Figure 1. Wiring by layer (run 1).
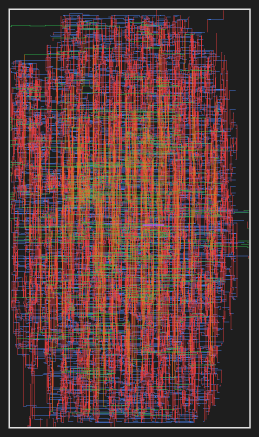
Figure 2. Routing congestion map (run 1).
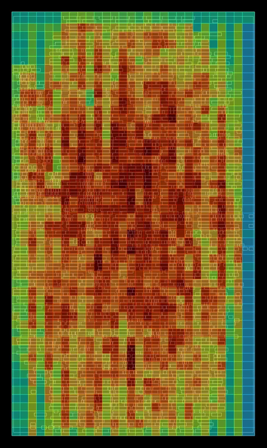
Figure 3. M2 wires (run 1).
Cells faint in the background.
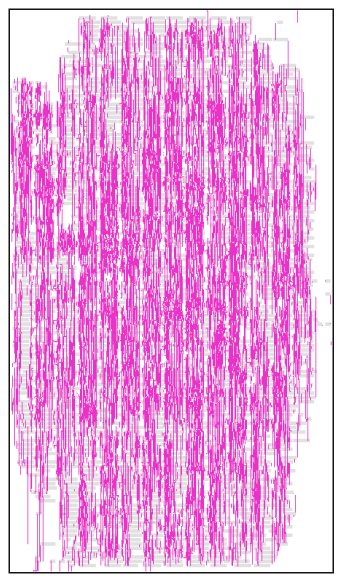
Figure 4. Clock network drawn from the DEF (run 1).
Scale bar: 50 um.
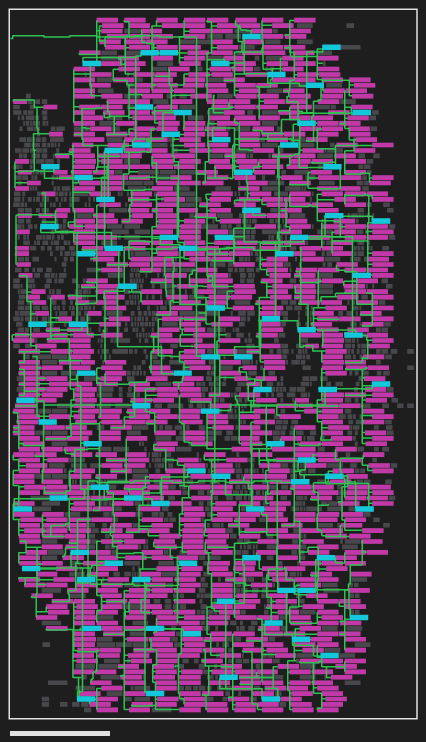
`config.mk`:
```
export PLATFORM = sky130hd
export DESIGN_NAME = bias_rom_loader
export DESIGN_NICKNAME = d
export VERILOG_FILES = /design/src/rtl/bias_pkg.sv /design/src/rtl/bias_ram_sp.sv /design/src/rtl/bias_rom_loader.sv
export SDC_FILE = /design/constraint.sdc
export NUM_CORES = 1
export LEC_CHECK = 0
export CORE_ASPECT_RATIO = 1.75
export CORE_UTILIZATION = 60
export DETAILED_ROUTE_END_ITERATION = 16
export GPL_TIMING_DRIVEN = 0
export PLACE_DENSITY = 0.77
export SKIP_CTS_REPAIR_TIMING = 1
export SLEW_MARGIN = 20
export SYNTH_ARGS = -nofsm -noshare
export SYNTH_HDL_FRONTEND = slang
export SYNTH_HIERARCHICAL = 1
export SYNTH_SLANG_ARGS = --single-unit
```
`constraint.sdc`:
```
create_clock -name clk_i -period 6.5 [get_ports clk_i]
set_clock_uncertainty 0.1 [all_clocks]
set_input_delay 1.3 -clock clk_i [delete_from_list [all_inputs] [get_ports clk_i]]
set_output_delay 1.3 -clock clk_i [all_outputs]
set_load 0.005 [all_outputs]
```
`src/rtl/bias_pkg.sv`:
```
// rtl/bias_pkg.sv - shared sizes and FSM encoding for the bias RAM loader
// Contents:
//   BIAS_DEPTH / BIAS_ADDR_W / BIAS_DATA_W : bias table geometry
//   bias_state_e                           : loader FSM states
//   bias_len_ok()                          : legal load length check
package bias_pkg;

  localparam int BIAS_DEPTH  = 128;
  localparam int BIAS_ADDR_W = 7;
  localparam int BIAS_DATA_W = 8;

  typedef enum logic [1:0] {
    IDLE = 2'd0,
    LOAD = 2'd1,
    FIN  = 2'd2
  } bias_state_e;

  // A load must cover at least one entry and must not run past the table.
  function automatic logic bias_len_ok(input logic [BIAS_ADDR_W:0] len);
    return (len != '0) && (len <= (BIAS_ADDR_W + 1)'(BIAS_DEPTH));
  endfunction

endpackage

```
`src/rtl/bias_ram_sp.sv`:
```
// rtl/bias_ram_sp.sv - DEPTH x DATA_W bias RAM, one write port, registered read-first read port
// Ports:
//   clk_i, rst_i        : clock, synchronous active-high reset (read register only)
//   we_i, wr_addr_i,
//   wr_data_i           : write port
//   rd_en_i, rd_addr_i  : read strobe and address
//   rd_data_o           : read data, one cycle after rd_en_i, held otherwise
module bias_ram_sp
  import bias_pkg::*;
#(
  parameter int DEPTH  = BIAS_DEPTH,
  parameter int ADDR_W = BIAS_ADDR_W,
  parameter int DATA_W = BIAS_DATA_W
) (
  input  logic              clk_i,
  input  logic              rst_i,
  input  logic              we_i,
  input  logic [ADDR_W-1:0] wr_addr_i,
  input  logic [DATA_W-1:0] wr_data_i,
  input  logic              rd_en_i,
  input  logic [ADDR_W-1:0] rd_addr_i,
  output logic [DATA_W-1:0] rd_data_o
);

  logic [DATA_W-1:0] mem_q [DEPTH];
  logic [DATA_W-1:0] rd_data_q;

  // Array has no reset so it maps onto block/distributed RAM.
  always_ff @(posedge clk_i) begin
    if (we_i) begin
      mem_q[wr_addr_i] <= wr_data_i;
    end
  end

  // The read samples the array before this edge's write lands: read-first.
  always_ff @(posedge clk_i) begin
    if (rst_i) begin
      rd_data_q <= '0;
    end else if (rd_en_i) begin
      rd_data_q <= mem_q[rd_addr_i];
    end
  end

  assign rd_data_o = rd_data_q;

endmodule

```
`src/rtl/bias_rom_loader.sv`:
```
// rtl/bias_rom_loader.sv - fills the bias RAM from a byte stream and exposes a read port
// Ports:
//   clk_i, rst_i          : clock, synchronous active-high reset
//   start_i, len_i        : begin a load of len_i bytes (1..DEPTH), sampled in IDLE
//   s_valid_i, s_data_i,
//   s_ready_o             : byte stream handshake
//   busy_o, done_o, err_o : load in progress / last byte written pulse / bad len pulse
//   loaded_o, checksum_o  : complete load present / byte sum of current or last load
//   rd_en_i, rd_addr_i,
//   rd_data_o             : engine read port, one cycle latency
module bias_rom_loader
  import bias_pkg::*;
#(
  parameter int DEPTH  = BIAS_DEPTH,
  parameter int ADDR_W = BIAS_ADDR_W,
  parameter int DATA_W = BIAS_DATA_W
) (
  input  logic              clk_i,
  input  logic              rst_i,
  input  logic              start_i,
  input  logic [ADDR_W:0]   len_i,
  input  logic              s_valid_i,
  input  logic [DATA_W-1:0] s_data_i,
  output logic              s_ready_o,
  output logic              busy_o,
  output logic              done_o,
  output logic              err_o,
  output logic              loaded_o,
  output logic [DATA_W-1:0] checksum_o,
  input  logic              rd_en_i,
  input  logic [ADDR_W-1:0] rd_addr_i,
  output logic [DATA_W-1:0] rd_data_o
);

  localparam logic [ADDR_W:0] DEPTH_L = (ADDR_W + 1)'(DEPTH);

  bias_state_e       state_q, state_d;
  logic [ADDR_W:0]   len_q, len_d;
  logic [ADDR_W:0]   count_q, count_d;
  logic [ADDR_W-1:0] wr_ptr_q, wr_ptr_d;
  logic [DATA_W-1:0] checksum_q, checksum_d;
  logic              loaded_q, loaded_d;
  logic              err_q, err_d;
  logic              len_ok;
  logic              accept;

  assign len_ok = (len_i != '0) && (len_i <= DEPTH_L);
  assign accept = (state_q == LOAD) && s_valid_i;

  always_comb begin
    state_d    = state_q;
    len_d      = len_q;
    count_d    = count_q;
    wr_ptr_d   = wr_ptr_q;
    checksum_d = checksum_q;
    loaded_d   = loaded_q;
    err_d      = 1'b0;
    case (state_q)
      IDLE: begin
        if (start_i) begin
          if (len_ok) begin
            len_d      = len_i;
            count_d    = '0;
            wr_ptr_d   = '0;
            checksum_d = '0;
            loaded_d   = 1'b0;
            state_d    = LOAD;
          end else begin
            err_d = 1'b1;
          end
        end
      end
      LOAD: begin
        if (accept) begin
          wr_ptr_d   = wr_ptr_q + 1'b1;
          count_d    = count_q + 1'b1;
          checksum_d = checksum_q + s_data_i;
          // Accepting byte number len ends the load; loaded rises with done.
          if (count_q + 1'b1 == len_q) begin
            state_d  = FIN;
            loaded_d = 1'b1;
          end
        end
      end
      FIN: begin
        state_d = IDLE;
      end
      default: begin
        state_d = IDLE;
      end
    endcase
  end

  always_ff @(posedge clk_i) begin
    if (rst_i) begin
      state_q    <= IDLE;
      len_q      <= '0;
      count_q    <= '0;
      wr_ptr_q   <= '0;
      checksum_q <= '0;
      loaded_q   <= 1'b0;
      err_q      <= 1'b0;
    end else begin
      state_q    <= state_d;
      len_q      <= len_d;
      count_q    <= count_d;
      wr_ptr_q   <= wr_ptr_d;
      checksum_q <= checksum_d;
      loaded_q   <= loaded_d;
      err_q      <= err_d;
    end
  end

  assign s_ready_o  = (state_q == LOAD);
  assign busy_o     = (state_q == LOAD);
  assign done_o     = (state_q == FIN);
  assign err_o      = err_q;
  assign loaded_o   = loaded_q;
  assign checksum_o = checksum_q;

  // Writes are blocked during reset so an aborted load cannot land a byte.
  bias_ram_sp #(
    .DEPTH  (DEPTH),
    .ADDR_W (ADDR_W),
    .DATA_W (DATA_W)
  ) u_ram (
    .clk_i     (clk_i),
    .rst_i     (rst_i),
    .we_i      (accept && !rst_i),
    .wr_addr_i (wr_ptr_q),
    .wr_data_i (s_data_i),
    .rd_en_i   (rd_en_i),
    .rd_addr_i (rd_addr_i),
    .rd_data_o (rd_data_o)
  );

endmodule

```
==> impl_metrics.env, run 1 <==
# yosys + openroad results
export IMPL_p_leak_nw=15.1
export IMPL_fill_cells=4425
export IMPL_rsz0062_at_grt="false"
export IMPL_top_cell="edfxtp_1"
export IMPL_dieArea_sq_um=72200
export IMPL_ys_sh_simple=0.0450
export IMPL_p_sw_frac=0.213
export IMPL_clkTransAtPathRegs_ps=60
export IMPL_period_used=0.743
export IMPL_grt_max_degree=99
export IMPL_wl_met3_um=9300
export IMPL_drt_antenna_violating_nets=0
export IMPL_pg_comb_mw=0.790
export IMPL_cp_start_kind="primary input"
export IMPL_synth_cell_area_sq_um=42600
export IMPL_whs_path_depth=2
export IMPL_holdCritPathClass="flop to flop"
export IMPL_place_congestion=0.973
export IMPL_critPathTopFamily="simple AND/OR/NAND/NOR gates"
export IMPL_cp_startpoint="s_valid_i"
export IMPL_fin_cells=3395
export IMPL_fin_nets=2454
export IMPL_top_layer_used="met5"
export IMPL_critPathMaxStageDelay_ps=1040
export IMPL_yosys_area_sq_um=42600
export IMPL_synth_adder_area_share=0.00311
export IMPL_crit_buf_inv=4
export IMPL_setup_ws_ps=1670
export IMPL_cp_end_kind="flop"
export IMPL_boundaryPins=49
export IMPL_synthFlopType="edfxtp_1"
export IMPL_worst_pin_slew_ps=1240
export IMPL_synth_ff_latch_count=1067
export IMPL_synth_edff_count=1024
export IMPL_power_sequential_mw=7.55
export IMPL_top_area_cell="edfxtp_1"
export IMPL_cts_sinks=1067
export IMPL_clockBufferDepth=3
export IMPL_vdd_ir_drop_max_uv=254
export IMPL_synthCells=2268
export IMPL_outcome="completed"
export IMPL_met1_usage=0.364
export IMPL_r2r_cells=9
export IMPL_totalPowerFinal_mw=13.4
Back to the opening pictures, Figure 1:
red -> metal 2  # wire length 59.1 mm
green -> metal 3  # wire length 9300 um
orange -> metal 4  # wire length 10100 um
blue -> metal 1  # wire length 36.2 mm
purple -> metal 5  # wire length 16.6 um

Back to the opening pictures, Figure 2:
Final Core Density: 0.675
GR Util met3: 0.0563
Total GRT Usage: 0.328
global route hottest layer: met2
routing usage on met2: 0.564

Back to the opening pictures, Figure 3:
share of all routed wire = 52%
wire length on this layer = 59.1 mm
main direction = vertical
nets with wire on the layer = 2243
routed via count: 23300
routed wire length: 115000 um

Back to the opening pictures, Figure 4:
green -> clock wires  # length 10700 um
cyan -> clock drivers  # count 88
magenta -> flip-flops  # count 1067
flops lie = widely spread
routed clock nets = 89
clock group share of total power: 0.377
Late-Pin Clk Latency: 650 ps
clock network power: 5.05 mW

## run 1: registers in the layout, indices dropped and copies added (netlist names)
register,cells
checksum_o,8
loaded_o,1
u_ram/mem_q,1024
len_q,8
count_q,8
state_q,2
wr_ptr_q,7
err_o,1
u_ram/rd_data_o,8
## run 1: area by class of cell
type | count | area (sq um) | area share
multi-input cells | 1066 | 10100 | 0.214
well taps | 910 | 1140 | 0.0241
repair buffers | 58 | 716 | 0.0152
plain buffers | 128 | 915 | 0.0194
inverters | 7 | 26.3 | 0.000557
diodes | 4 | 10.0 | 0.000212
clock inverters | 46 | 325 | 0.00689
clock buffers | 109 | 2340 | 0.0496
flip-flops and latches | 1067 | 31600 | 0.670
==> run 2: changes to the inputs <==
==> constraint.sdc (replaced) <==
create_clock -name clk_i -period 4.7 [get_ports clk_i]
set_clock_uncertainty 0.1 [all_clocks]
set_input_delay 0.94 -clock clk_i [delete_from_list [all_inputs] [get_ports clk_i]]
set_output_delay 0.94 -clock clk_i [all_outputs]
set_load 0.005 [all_outputs]
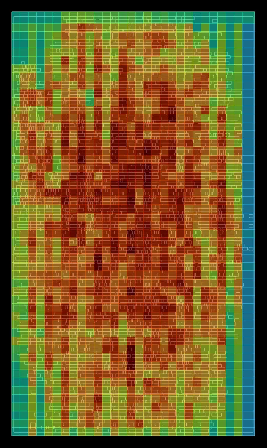
Figure 5: run 2, routing congestion map.
GR met1 Demand/Resource: 0.364
DR WL/cell: 33.8 um
Final Core Density: 0.675

==> impl_metrics.env, run 2 <==
# yosys + openroad results
export IMPL_outcome="completed"
export IMPL_taps=910
export IMPL_ys_sh_simple=0.0450
export IMPL_synthFlopType="edfxtp_1"
export IMPL_combGateArea_sq_um=10100
export IMPL_whs_path_depth=2
export IMPL_top_cell="edfxtp_1"
export IMPL_drt_total_wl_um=115000
export IMPL_grt_busiest_layer="met2"
export IMPL_dieArea_sq_um=72200
export IMPL_powerClk_mw=6.99
export IMPL_grt_max_degree=99
export IMPL_synth_edff_count=1024
export IMPL_comb_share=0.215
export IMPL_worst_skew_pair_late_latency_ps=650
export IMPL_drt_antenna_violating_nets=0
export IMPL_rsz0062_at_grt="false"
export IMPL_routed_via_count=23300
export IMPL_p_sw_frac=0.214
export IMPL_top_area_cell="edfxtp_1"
export IMPL_inv_count=7
export IMPL_pwr_share_clk=0.377
export IMPL_cp_end_kind="flop"
export IMPL_worst_pin_slew_ps=1250
export IMPL_diodes=2
export IMPL_critPathMaxStageDelay_ps=1060
export IMPL_vdd_ir_drop_max_uv=351
export IMPL_met3_usage=0.0563
export IMPL_fin_cells=3393
export IMPL_p_leak_nw=15.1
export IMPL_largest_register="u_ram/mem_q"
export IMPL_r2r_cells=9
export IMPL_critPathTopFamily="simple AND/OR/NAND/NOR gates"
export IMPL_wl_met3_um=8880
export IMPL_clkbuf_count=109
export IMPL_synth_adder_area_share=0.00311
export IMPL_largest_reg_flops=1024
export IMPL_clockBufferDepth=3
export IMPL_setup_ws_ps=233
export IMPL_logic_gates=1066
export IMPL_top_layer_used="met5"
export IMPL_period_used=0.950
export IMPL_yosys_area_sq_um=42600
-- run 2: logic make-up (layout without fill, tap and decap cells) --
| logic type | Yosys count | count (layout) |
|---|---|---|
| mux | 396 | 396 |
| xor+xnor | 12 | 12 |
| flops | 1067 | 1067 |
| simple gates | 383 | 383 |
| compound gates | 265 | 265 |
| other cells | 0 | 2 |
| buf+inv | 135 | 348 |
| fa+ha+maj | 10 | 10 |
-- run 2: worst max-delay path by stage --
stage	startpoint	end	slack, ps
after floorplan	s_valid_i	u_ram/mem_q[30][0]	1690
after global placement	s_data_i[2]	checksum_o[7]	-2600
after detailed placement	s_valid_i	u_ram/mem_q[70][2]	-310
after CTS	state_q[0]	u_ram/mem_q[70][7]	350
after global routing	state_q[0]	u_ram/mem_q[54][1]	50
final	state_q[0]	u_ram/mem_q[18][3]	230
Power and IR drop assume default switching activity.
